==> src/rtl/lrpt_pkg.sv <==
// lrpt_pkg -- shared types for the LRPT unique-word sync controller.
//   sync_state_t : controller FSM states (IDLE, FEED, WAIT_RES, EVAL).
//   rotation_t   : constellation rotation reported by the correlator,
//                  0 = 0 deg, 1 = 90 deg, 2 = 180 deg, 3 = 270 deg.
package lrpt_pkg;

    typedef enum logic [1:0] {
        ST_IDLE     = 2'd0,
        ST_FEED     = 2'd1,
        ST_WAIT_RES = 2'd2,
        ST_EVAL     = 2'd3
    } sync_state_t;

    typedef enum logic [1:0] {
        ROT_0   = 2'd0,
        ROT_90  = 2'd1,
        ROT_180 = 2'd2,
        ROT_270 = 2'd3
    } rotation_t;

endpackage

==> src/rtl/uw_sync_ctrl.sv <==
// uw_sync_ctrl -- acquisition controller for the unique-word correlator.
// Streams one window (BITS_PER_FRAME*NUM_FRAMES hard bits) into the
// correlator datapath, waits for its best-match result and maintains the
// lock state with miss hysteresis.
// Ports:
//   clk, rst_in_n                  : clock, async active-low reset
//   enable_in                      : permits starting a new window
//   bit_in/bit_valid_in/bit_ready_out : upstream bit handshake
//   corr_ready_in                  : datapath ready to receive a window
//   corr_bit_out/corr_valid_out    : registered bit stream to datapath
//   corr_rst_out                   : one-cycle datapath reset (abort/timeout)
//   corr_result_valid_in/_offset_in/_weight_in/_rotation_in : datapath result
//   locked_out, lock_offset_out, lock_rotation_out : lock status/values
//   lock_update_out                : pulse on every lock-value refresh
//   miss_count_out                 : consecutive weak windows while locked
//   timeout_err_out                : sticky result-timeout flag
module uw_sync_ctrl
    import lrpt_pkg::*;
#(
    parameter int BITS_PER_FRAME = 80,
    parameter int NUM_FRAMES     = 32,
    parameter int MAX_CORR_VAL   = 257,
    parameter int LOCK_THRESH    = 224,
    parameter int UNLOCK_MISSES  = 3,
    parameter int RES_TIMEOUT    = 64
) (
    input  logic                               clk,
    input  logic                               rst_in_n,
    input  logic                               enable_in,
    input  logic                               bit_in,
    input  logic                               bit_valid_in,
    output logic                               bit_ready_out,
    input  logic                               corr_ready_in,
    output logic                               corr_bit_out,
    output logic                               corr_valid_out,
    output logic                               corr_rst_out,
    input  logic                               corr_result_valid_in,
    input  logic [$clog2(BITS_PER_FRAME)-1:0]  corr_offset_in,
    input  logic [$clog2(MAX_CORR_VAL)-1:0]    corr_weight_in,
    input  logic [1:0]                         corr_rotation_in,
    output logic                               locked_out,
    output logic [$clog2(BITS_PER_FRAME)-1:0]  lock_offset_out,
    output logic [1:0]                         lock_rotation_out,
    output logic                               lock_update_out,
    output logic [$clog2(UNLOCK_MISSES+1)-1:0] miss_count_out,
    output logic                               timeout_err_out
);

    localparam int WINDOW = BITS_PER_FRAME * NUM_FRAMES;
    localparam int CW     = $clog2(WINDOW);
    localparam int OW     = $clog2(BITS_PER_FRAME);
    localparam int WW     = $clog2(MAX_CORR_VAL);
    localparam int MW     = $clog2(UNLOCK_MISSES + 1);
    localparam int TW     = $clog2(RES_TIMEOUT + 1);

    localparam logic [CW-1:0] BIT_LAST    = CW'(WINDOW - 1);
    localparam logic [TW-1:0] TMO_LAST    = TW'(RES_TIMEOUT - 1);
    localparam logic [WW-1:0] THRESH      = WW'(LOCK_THRESH);
    localparam logic [MW-1:0] MISS_LIMIT  = MW'(UNLOCK_MISSES);

    sync_state_t     state_reg;
    logic [CW-1:0]   bit_cnt_reg;
    logic [TW-1:0]   tmo_cnt_reg;
    logic [OW-1:0]   cap_offset_reg;
    logic [WW-1:0]   cap_weight_reg;
    rotation_t       cap_rotation_reg;

    logic            accept;
    logic [MW-1:0]   miss_next;

    assign bit_ready_out = (state_reg == ST_FEED);
    assign accept        = bit_valid_in && bit_ready_out;
    assign miss_next     = miss_count_out + 1'b1;

    always_ff @(posedge clk or negedge rst_in_n) begin
        if (!rst_in_n) begin
            state_reg         <= ST_IDLE;
            bit_cnt_reg       <= '0;
            tmo_cnt_reg       <= '0;
            cap_offset_reg    <= '0;
            cap_weight_reg    <= '0;
            cap_rotation_reg  <= ROT_0;
            corr_bit_out      <= 1'b0;
            corr_valid_out    <= 1'b0;
            corr_rst_out      <= 1'b0;
            locked_out        <= 1'b0;
            lock_offset_out   <= '0;
            lock_rotation_out <= '0;
            lock_update_out   <= 1'b0;
            miss_count_out    <= '0;
            timeout_err_out   <= 1'b0;
        end else begin
            // Bit path to the datapath is a plain one-cycle pipeline stage.
            corr_valid_out  <= accept;
            if (accept) begin
                corr_bit_out <= bit_in;
            end
            corr_rst_out    <= 1'b0;
            lock_update_out <= 1'b0;

            case (state_reg)
                ST_IDLE: begin
                    if (enable_in && corr_ready_in) begin
                        bit_cnt_reg <= '0;
                        state_reg   <= ST_FEED;
                    end
                end

                ST_FEED: begin
                    if (bit_valid_in) begin
                        if (bit_cnt_reg == BIT_LAST) begin
                            bit_cnt_reg <= '0;
                            tmo_cnt_reg <= '0;
                            state_reg   <= ST_WAIT_RES;
                        end else begin
                            bit_cnt_reg <= bit_cnt_reg + 1'b1;
                        end
                    end else if (bit_cnt_reg != '0) begin
                        // A gap inside a window breaks frame alignment in the
                        // correlator, so the partial window is thrown away.
                        corr_rst_out <= 1'b1;
                        bit_cnt_reg  <= '0;
                        state_reg    <= ST_IDLE;
                    end
                end

                ST_WAIT_RES: begin
                    if (corr_result_valid_in) begin
                        cap_offset_reg   <= corr_offset_in;
                        cap_weight_reg   <= corr_weight_in;
                        cap_rotation_reg <= rotation_t'(corr_rotation_in);
                        state_reg        <= ST_EVAL;
                    end else if (tmo_cnt_reg == TMO_LAST) begin
                        corr_rst_out    <= 1'b1;
                        timeout_err_out <= 1'b1;
                        state_reg       <= ST_IDLE;
                    end else begin
                        tmo_cnt_reg <= tmo_cnt_reg + 1'b1;
                    end
                end

                ST_EVAL: begin
                    if (cap_weight_reg >= THRESH) begin
                        locked_out        <= 1'b1;
                        lock_offset_out   <= cap_offset_reg;
                        lock_rotation_out <= cap_rotation_reg;
                        miss_count_out    <= '0;
                        lock_update_out   <= 1'b1;
                    end else if (locked_out) begin
                        // Lock is only dropped after a run of weak windows;
                        // offset/rotation keep their last good values.
                        if (miss_next == MISS_LIMIT) begin
                            locked_out     <= 1'b0;
                            miss_count_out <= '0;
                        end else begin
                            miss_count_out <= miss_next;
                        end
                    end
                    state_reg <= ST_IDLE;
                end

                default: state_reg <= ST_IDLE;
            endcase
        end
    end

endmodule

==> config.mk <==
export PLATFORM = sky130hd
export DESIGN_NAME = uw_sync_ctrl
export DESIGN_NICKNAME = d
export VERILOG_FILES = /design/src/rtl/lrpt_pkg.sv /design/src/rtl/uw_sync_ctrl.sv
export SDC_FILE = /design/constraint.sdc
export NUM_CORES = 1
export LEC_CHECK = 0
export ABC_AREA = 1
export CAP_MARGIN = 20
export CORE_UTILIZATION = 33
export CTS_CLUSTER_DIAMETER = 150
export DETAILED_ROUTE_END_ITERATION = 16
export SETUP_SLACK_MARGIN = 0.1
export SLEW_MARGIN = 5
export SYNTH_ARGS = -nofsm -noshare
export SYNTH_HDL_FRONTEND = slang
export SYNTH_SLANG_ARGS = --single-unit
==> constraint.sdc <==
create_clock -name clk -period 1.7 [get_ports clk]
set_clock_uncertainty 0.2 [all_clocks]
set_input_delay 0.17 -clock clk [delete_from_list [all_inputs] [get_ports clk]]
set_output_delay 0.17 -clock clk [all_outputs]
set_load 0.02 [all_outputs]
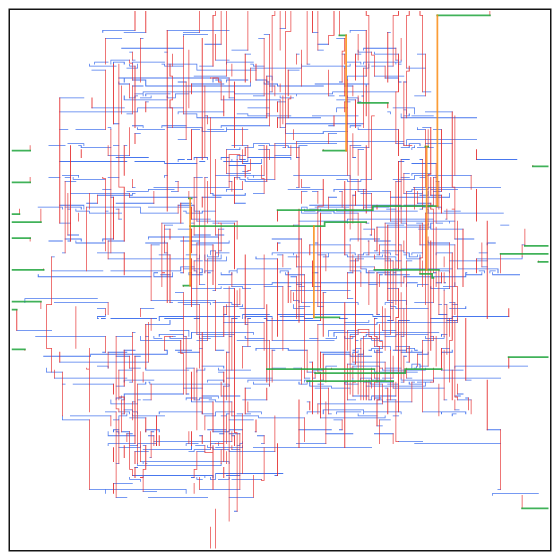
run_1/layers.png
| colour | layer | wire length |
|---|---|---|
| green | M3 | 208 um |
| red | M2 | 2,960 um |
| orange | M4 | 104 um |
| blue | M1 | 2,940 um |
DR vias: 2,382
WL final: 6.21 mm
wire per inst: 11.8 um
GRT Overall Usage: 0.159

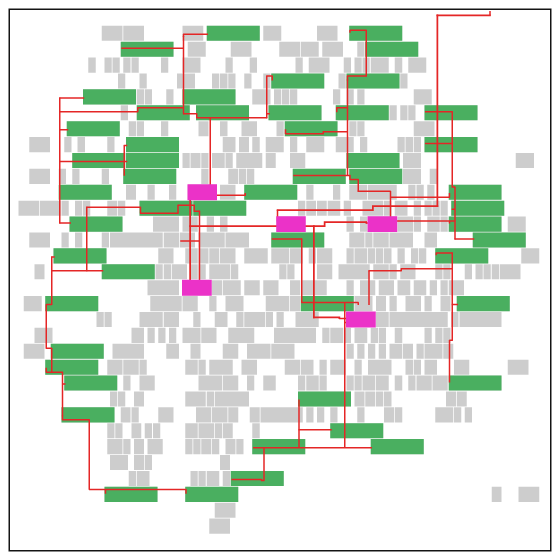
run_1/clock_wires.png
[green] flip-flops | count: 51
[magenta] clock-net drivers | count: 5
[red] clock wires | length: 686 um
flops lie: all over the die
Clk pwr share: 0.149
Late-Pin Clk Latency: 0.30 ns
Power Clock: 760 uW

==> flow_summary.json, run 1 <==
{
  "cts.sinks": 51,
  "multi_input_comb_cells": 254,
  "fp.dieW_um": 92.4,
  "finalHoldViolCount": 0,
  "final.setup.tns_ns": -0.145,
  "ys_top_logic_family": "simple AND/OR/NAND/NOR gates",
  "ys_area_um2": 2700,
  "power.net_switching_mw": 2.06,
  "p_int_mw": 3.03,
  "worstHoldPathType": "in2async",
  "finalCriticalPeriod_ns": 1.74,
  "setup_viol": 9,
  "placed_cells_incl_taps": 509,
  "n_tap_cell": 102,
  "syn_avg_cell_area_um2": 7.77,
  "first_pass_iters": 4,
  "met2_wirelength_mm": 2.96,
  "grt.busiest_layer": "met2",
  "route.detailed.drc": 0,
  "start_kind": "flop",
  "fin_cells": 528,
  "wl_met3_um": 208,
  "layout.cells.most_common": "nand2_1",
  "h-tree-depth": 2,
  "fin_crit_sh": 1.02,
  "worst_pin_slew_ns": 0.349,
  "routed.top_layer": "met4",
  "async_flop_share": 1.00,
  "cts_buffer_depth": 2,
  "p_seq_frac": 0.340,
  "cp.required_ns": 1.75,
  "met2_usage": 0.265,
  "ir_drop_uv": 640,
  "logic_area_um2": 1360,
  "layout_top_cells": "nand2_1 (131), dfrtp_1 (51), buf_4 (36)",
  "edf_count": 0,
  "nets": 458,
  "worstSetupEndpointType": "flop",
  "chipArea_um2": 8540,
  "ys_warn_count": 0,
  "cap_violations": 0,
  "synthSimpleGateAreaFrac": 0.348,
  "worstSetupPathType": "reg2reg",
  "sequentialPower_mw": 1.73,
  "largestClassByArea": "logic gates",
  "power.share.switching": 0.405,
  "common_cells": "nand2_1 (138), dfrtp_1 (51), inv_1 (29)",
  "final-nonclk-buf-share": 0.193,
  "cts_tree": "yes",
  "comb_cell_power_mw": 2.60,
  "placed_area_um2": 3420,
  "drtIter0Drc": 98,
  "fp-row-count": 32,
  "root_buffer": "clkbuf_8",
  "maxPowerGroup": "combinational cells",
  "topCellsByArea": "dfrtp_1 (47%), nand2_1 (19%), inv_1 (4.0%)",
  "status": "complete, but fails checks",
  "fillers": 800,
  "cts-buffers-inserted": 5,
  "signal_buffers": 79,
  "seq-cell-share": 0.344,
  "wl_met1_mm": 2.94,
  "n_sequential_cell": 51,
  "ys_cells": 347,
  "layout-drive-gt1-share": 0.258,
  "worst_slack_ns": -0.0352,
  "ys.flops": 51,
  "grt_pass1_vias": 2380,
  "synthAdderAreaFrac": 0.0371,
  "worst_ep_arrival_time_ns": 1.78,
  "top_area_cell": "dfrtp_1",
  "violations": "setup timing",
  "diodes": 0,
  "fp_util": 0.345,
  "grt_pass1_wl_mm": 10.8,
  "r2r_cells": 10,
  "io_buffers": 37,
  "seqCellArea_um2": 1280,
  "syn_nets": 380,
  "largest_register_ffs": 12,
  "grt_max_degree": 39,
  "maxSlewViolCount": 0,
  "overflow": 0,
  "synth_top_cell_by_count": "nand2_1",
  "compound_area_frac": 0.0599,
  "postRouteAntennaNets": 0,
  "ys_seq_share": 0.473,
  "synth_cell_types": 34,
  "rsz0062_at_grt": "yes",
  "nClkBuffers": 6,
  "grt_util_met3": 0.0238,
  "vias_per_cell": 4.51,
  "relSlewSlack": 0.767,
  "syn2layout_area_growth_pct": 37.7,
  "use_met1": 0.212,
  "gp_congestion": 0.850,
  "io_pins": 43,
  "clk_share": 0.0266
}
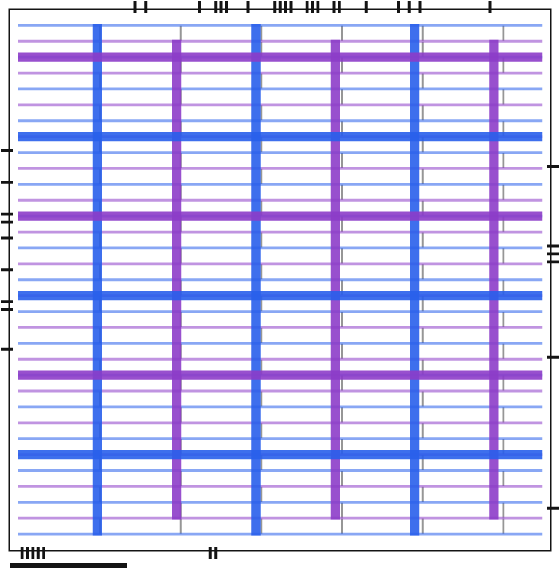
run_1/floorplan.png
Scale bar: 20 um. Pins as bars on the die edge. Tap cells in grey.
| colour | net |
|---|---|
| purple | VDD |
| blue | VSS |
rows: 32
signal pins: 43
tap cells: 102

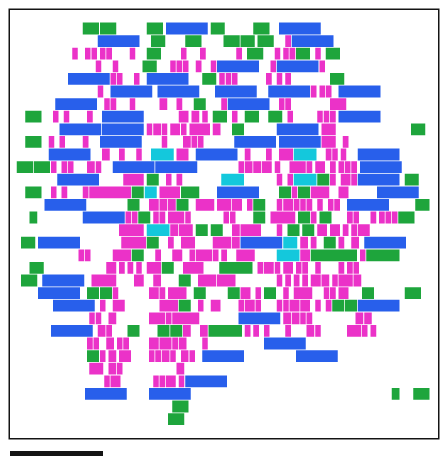
run_1/class_map.png
Scale bar: 20 um.
| colour | class | cells |
|---|---|---|
| cyan | clock drivers and dummy loads | 8 |
| green | remaining buffers and delay cells | 79 |
| blue | sequential cells | 51 |
| magenta | remaining logic cells | 288 |
post-layout util: 0.476
Core Area: 7810 um^2
fin area: 3710 um^2

-- run 1: path summary, 6_finish.rpt --
check                                                     start                          endpoint  slack, ns
max in group asynchronous                              rst_in_n     miss_count_out[0]$_DFFE_PN0P_       0.70
worst min-delay path                                   rst_in_n        bit_cnt_reg[8]$_DFFE_PN0P_       0.09
worst max-delay path                 bit_cnt_reg[0]$_DFFE_PN0P_        tmo_cnt_reg[1]$_DFFE_PN0P_      -0.04
worst min register to register  cap_rotation_reg[1]$_DFFE_PN0P_  lock_rotation_out[1]$_DFFE_PN0P_       0.28
worst max register to register       bit_cnt_reg[0]$_DFFE_PN0P_        tmo_cnt_reg[1]$_DFFE_PN0P_      -0.04
min in group clk                              corr_offset_in[6]     cap_offset_reg[6]$_DFFE_PN0P_       0.19
-- run 1: critical path, stage by stage, from the launching register on --
cell      delay [ns]
dfrtp_1         0.40
ha_2            0.20
inv_2           0.05
nor2_4          0.11
nand2_2         0.09
nor2_4          0.16
nand2_2         0.09
o21ai_4         0.09
buf_12          0.14
nand3b_1        0.07
nand2_1         0.08
-- run 1: cells by family (layout without fill, tap and decap cells) --
logic type / after synthesis / count (layout)
AND-OR/OR-AND: 26 / 26
XOR/XNOR: 3 / 3
adder cells (fa/ha/maj): 8 / 8
buffers and inverters: 42 / 121
flip-flops: 51 / 51
AND/OR/NAND/NOR: 217 / 217
-- run 1: repair_timing --
action                     CTS  global route
pin swaps                    6             7
setup endpoints to repair   49            46
buffers inserted             8             1
hold endpoints to repair    51             0
hold buffers                 1             0
gates cloned                 1             0
gates resized               37            28
run_1/congestion_map.png
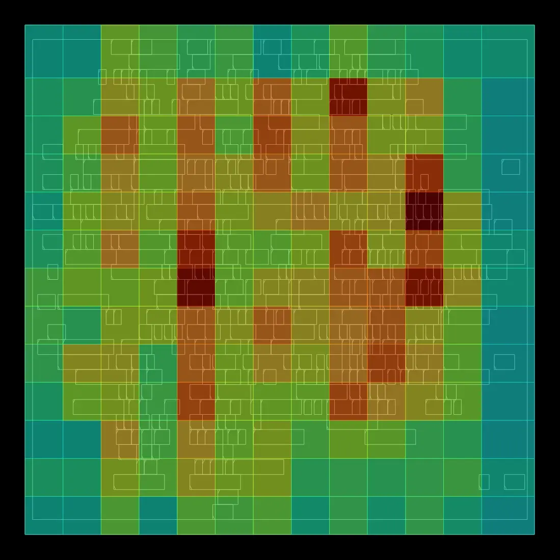

==> inputs of run 2 (changes only) <==
- clock period: 1.7 -> 2.25 ns (I/O delays scaled with it)
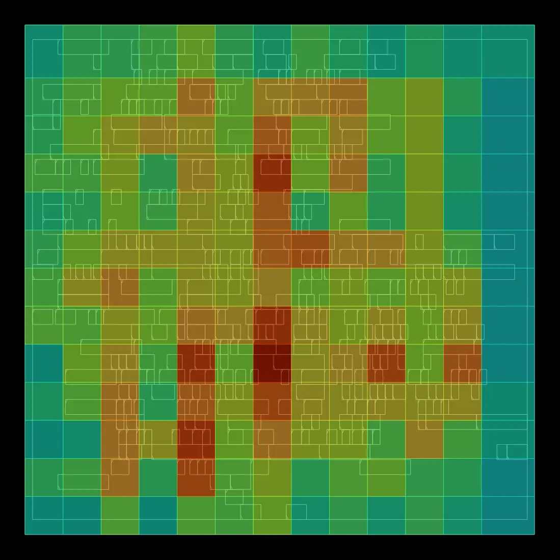
run_2/congestion_map.png
GR Util met2: 0.260
grt met1 use: 0.193
met3 usage: 0.0271
post-layout util: 0.425
GRT Overall Usage: 0.152

==> run 2 against run 1 <==
  * The flow now finishes without violations
  * Via count is 5.8% lower
  * Worst hold slack better by 0.11 ns
  * Combinational power fell by 45%
  * Routed wire length decreased by 6.6%
  * Area after synthesis stayed put
  * Die area unchanged
  * Final area fell by 11%
  * Critical endpoint is now tmo_cnt_reg[6]$_DFFE_PN0P_
  * Non-clock buffer count fell by 33
  * Utilization down 5.0 points
  * Sequential share of layout area up 4.1 points
  * Critical path depth fell by 3
  * Worst setup slack improved by 0.33 ns
==> flow_summary.json, run 2 <==
{
  "cts_tree": "yes",
  "synth_top_cell_by_count": "nand2_1",
  "synthAdderAreaFrac": 0.0371,
  "chipArea_um2": 8540,
  "grt_pass1_wl_mm": 10.4,
  "worst_ep_arrival_time_ns": 1.97,
  "cpPeakStageDelay_ns": 0.43,
  "logic_area_um2": 1230,
  "edf_count": 0,
  "multi_input_comb_cells": 254,
  "syn_avg_cell_area_um2": 7.77,
  "n_tap_cell": 102,
  "maxPowerGroup": "combinational cells",
  "comb_cell_power_mw": 1.43,
  "syn2layout_area_growth_pct": 23.1,
  "n_sequential_cell": 51,
  "cts-buffers-inserted": 5,
  "status": "complete, no violations",
  "final.setup.tns_ns": 0,
  "cpMaxStageDelayCell": "dfrtp_1",
  "p_int_mw": 2.06,
  "maxSlewViolCount": 0,
  "io_pins": 43,
  "largestClassByArea": "registers",
  "ys_top_logic_family": "simple AND/OR/NAND/NOR gates",
  "pwr-share-clk": 0.197,
  "ys_warn_count": 0,
  "sequentialPower_mw": 1.33,
  "fp.dieW_um": 92.4,
  "signal_buffers": 46,
  "worstSkewPairLatency_ns": 0.31,
  "ys_seq_share": 0.473,
  "fp_util": 0.345,
  "worstSetupPathType": "reg2reg",
  "seq-cell-share": 0.384,
  "h-tree-depth": 2,
  "overflow": 0,
  "p_clk_uw": 677,
  "placed_area_um2": 3180,
  "cts.sinks": 51,
  "synthSimpleGateAreaFrac": 0.348,
  "ys_area_um2": 2700,
  "worst_pin_slew_ns": 0.531,
  "route.detailed.drc": 0,
  "async_flop_share": 1.00,
  "layout.cells.most_common": "nand2_1",
  "relSlewSlack": 0.646,
  "p_seq_frac": 0.387,
  "power.share.switching": 0.399,
  "rsz0062_at_grt": "no",
  "routedWlPerCell_um": 11.7,
  "drtIter0Drc": 143,
  "worstSetupEndpointType": "flop",
  "vias": 2243,
  "finalCriticalPeriod_ns": 1.96,
  "grt_pass1_vias": 2221,
  "fin_crit_sh": 0.869,
  "cts_buffer_depth": 2,
  "final-nonclk-buf-share": 0.132,
  "topCellsByArea": "dfrtp_1 (47%), nand2_1 (19%), inv_1 (4.0%)",
  "fp-row-count": 32,
  "setup_viol": 0,
  "power.net_switching_mw": 1.37,
  "fillers": 812,
  "ir_drop_uv": 370,
  "syn_nets": 380,
  "largest_register_ffs": 12,
  "start_kind": "flop",
  "nets": 425,
  "root_buffer": "clkbuf_8",
  "diodes": 0,
  "ctsResizeCount": 1,
  "core_area_um2": 7810,
  "io_buffers": 37,
  "compound_area_frac": 0.0599,
  "seqCellArea_um2": 1280,
  "finalHoldViolCount": 0,
  "vias_per_cell": 4.53,
  "crit_chain": "inv_1 > ha_1 > clkinvlp_4 > a211oi_1 > nand2_1 > o21ai_0 > inv_1",
  "layout_top_cells": "nand2_1 (138), dfrtp_1 (51), clkdlybuf4s50_1 (35)",
  "top_area_cell": "dfrtp_1",
  "crit_top_cell": "inv_1",
  "gp_congestion": 0.810,
  "grt_max_degree": 24,
  "nClkBuffers": 5,
  "final_area_um2": 3320,
  "common_cells": "nand2_1 (138), dfrtp_1 (51), inv_1 (29)"
}
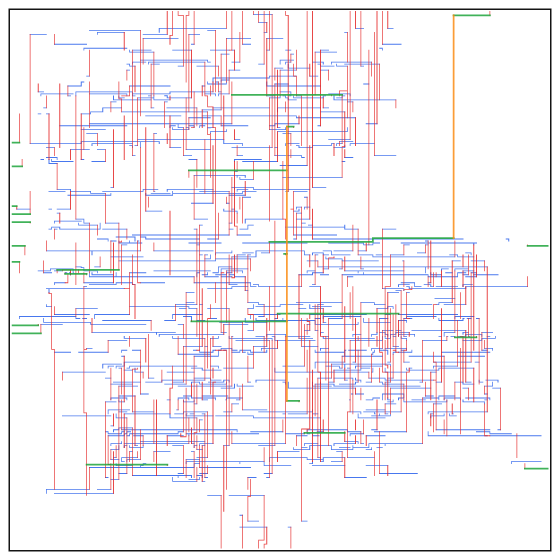
run_2/layers.png
| colour | layer | wire length |
|---|---|---|
| green | M3 | 182 um |
| blue | M1 | 2,760 um |
| orange | M4 | 85.0 um |
| red | M2 | 2,770 um |

==> run 2: critical path: cells and delay by family, from the launching register on <==
| kind | cells | cell delay (ns) |
|---|---|---|
| flops | 1 | 0.43 |
| buf+inv | 3 | 0.43 |
| compound gates | 2 | 0.42 |
| fa+ha+maj | 1 | 0.30 |
| simple gates | 1 | 0.07 |
==> run 2: path summary, 6_finish.rpt <==
check	slack, ns	cells after the start	endpoint	startpoint
max in group asynchronous	0.99	3	corr_rst_out$_DFF_PN0_	rst_in_n
min in group clk	0.23	3	cap_weight_reg[7]$_DFFE_PN0P_	corr_weight_in[7]
hold reg to reg	0.28	2	lock_offset_out[2]$_DFFE_PN0P_	cap_offset_reg[2]$_DFFE_PN0P_
setup / recovery	0.29	7	tmo_cnt_reg[6]$_DFFE_PN0P_	state_reg[0]$_DFFE_PN0P_
hold / removal	0.20	2	bit_cnt_reg[5]$_DFFE_PN0P_	rst_in_n
setup reg to reg	0.29	7	tmo_cnt_reg[6]$_DFFE_PN0P_	state_reg[0]$_DFFE_PN0P_
==> run 2: stage by stage <==
| stage | total power [mW] | hold slack, ns | util | setup slack [ns] | cells |
|---|---|---|---|---|---|
| finish | 3.43 | 0.203 | 0.425 | 0.295 | 495 |
| global route | 3.70 | 0.241 | 0.425 | 0.118 | 495 |
| CTS | 3.46 | 0.217 | 0.424 | 0.240 | 495 |
| detailed placement | 2.78 | 0.0436 | 0.408 | 0.273 | 486 |
| global placement | 2.75 | 0.0392 | 0.408 | 0.284 | 486 |
| floorplan | 2.33 | -0.271 | - | 0.316 | 347 |
==> run 2: layer usage <==
metal  vias to the layer above  GRT usage  wire length, um  part of all wire
met5                         -          0                0                 0
met4                         0     0.0508               85             0.015
met3                         7     0.0271              182             0.031
met2                        35      0.260             2770              0.48
met1                      1028      0.193             2760              0.48
li1                       1173          -                -                 -
Power and IR drop assume default switching activity.
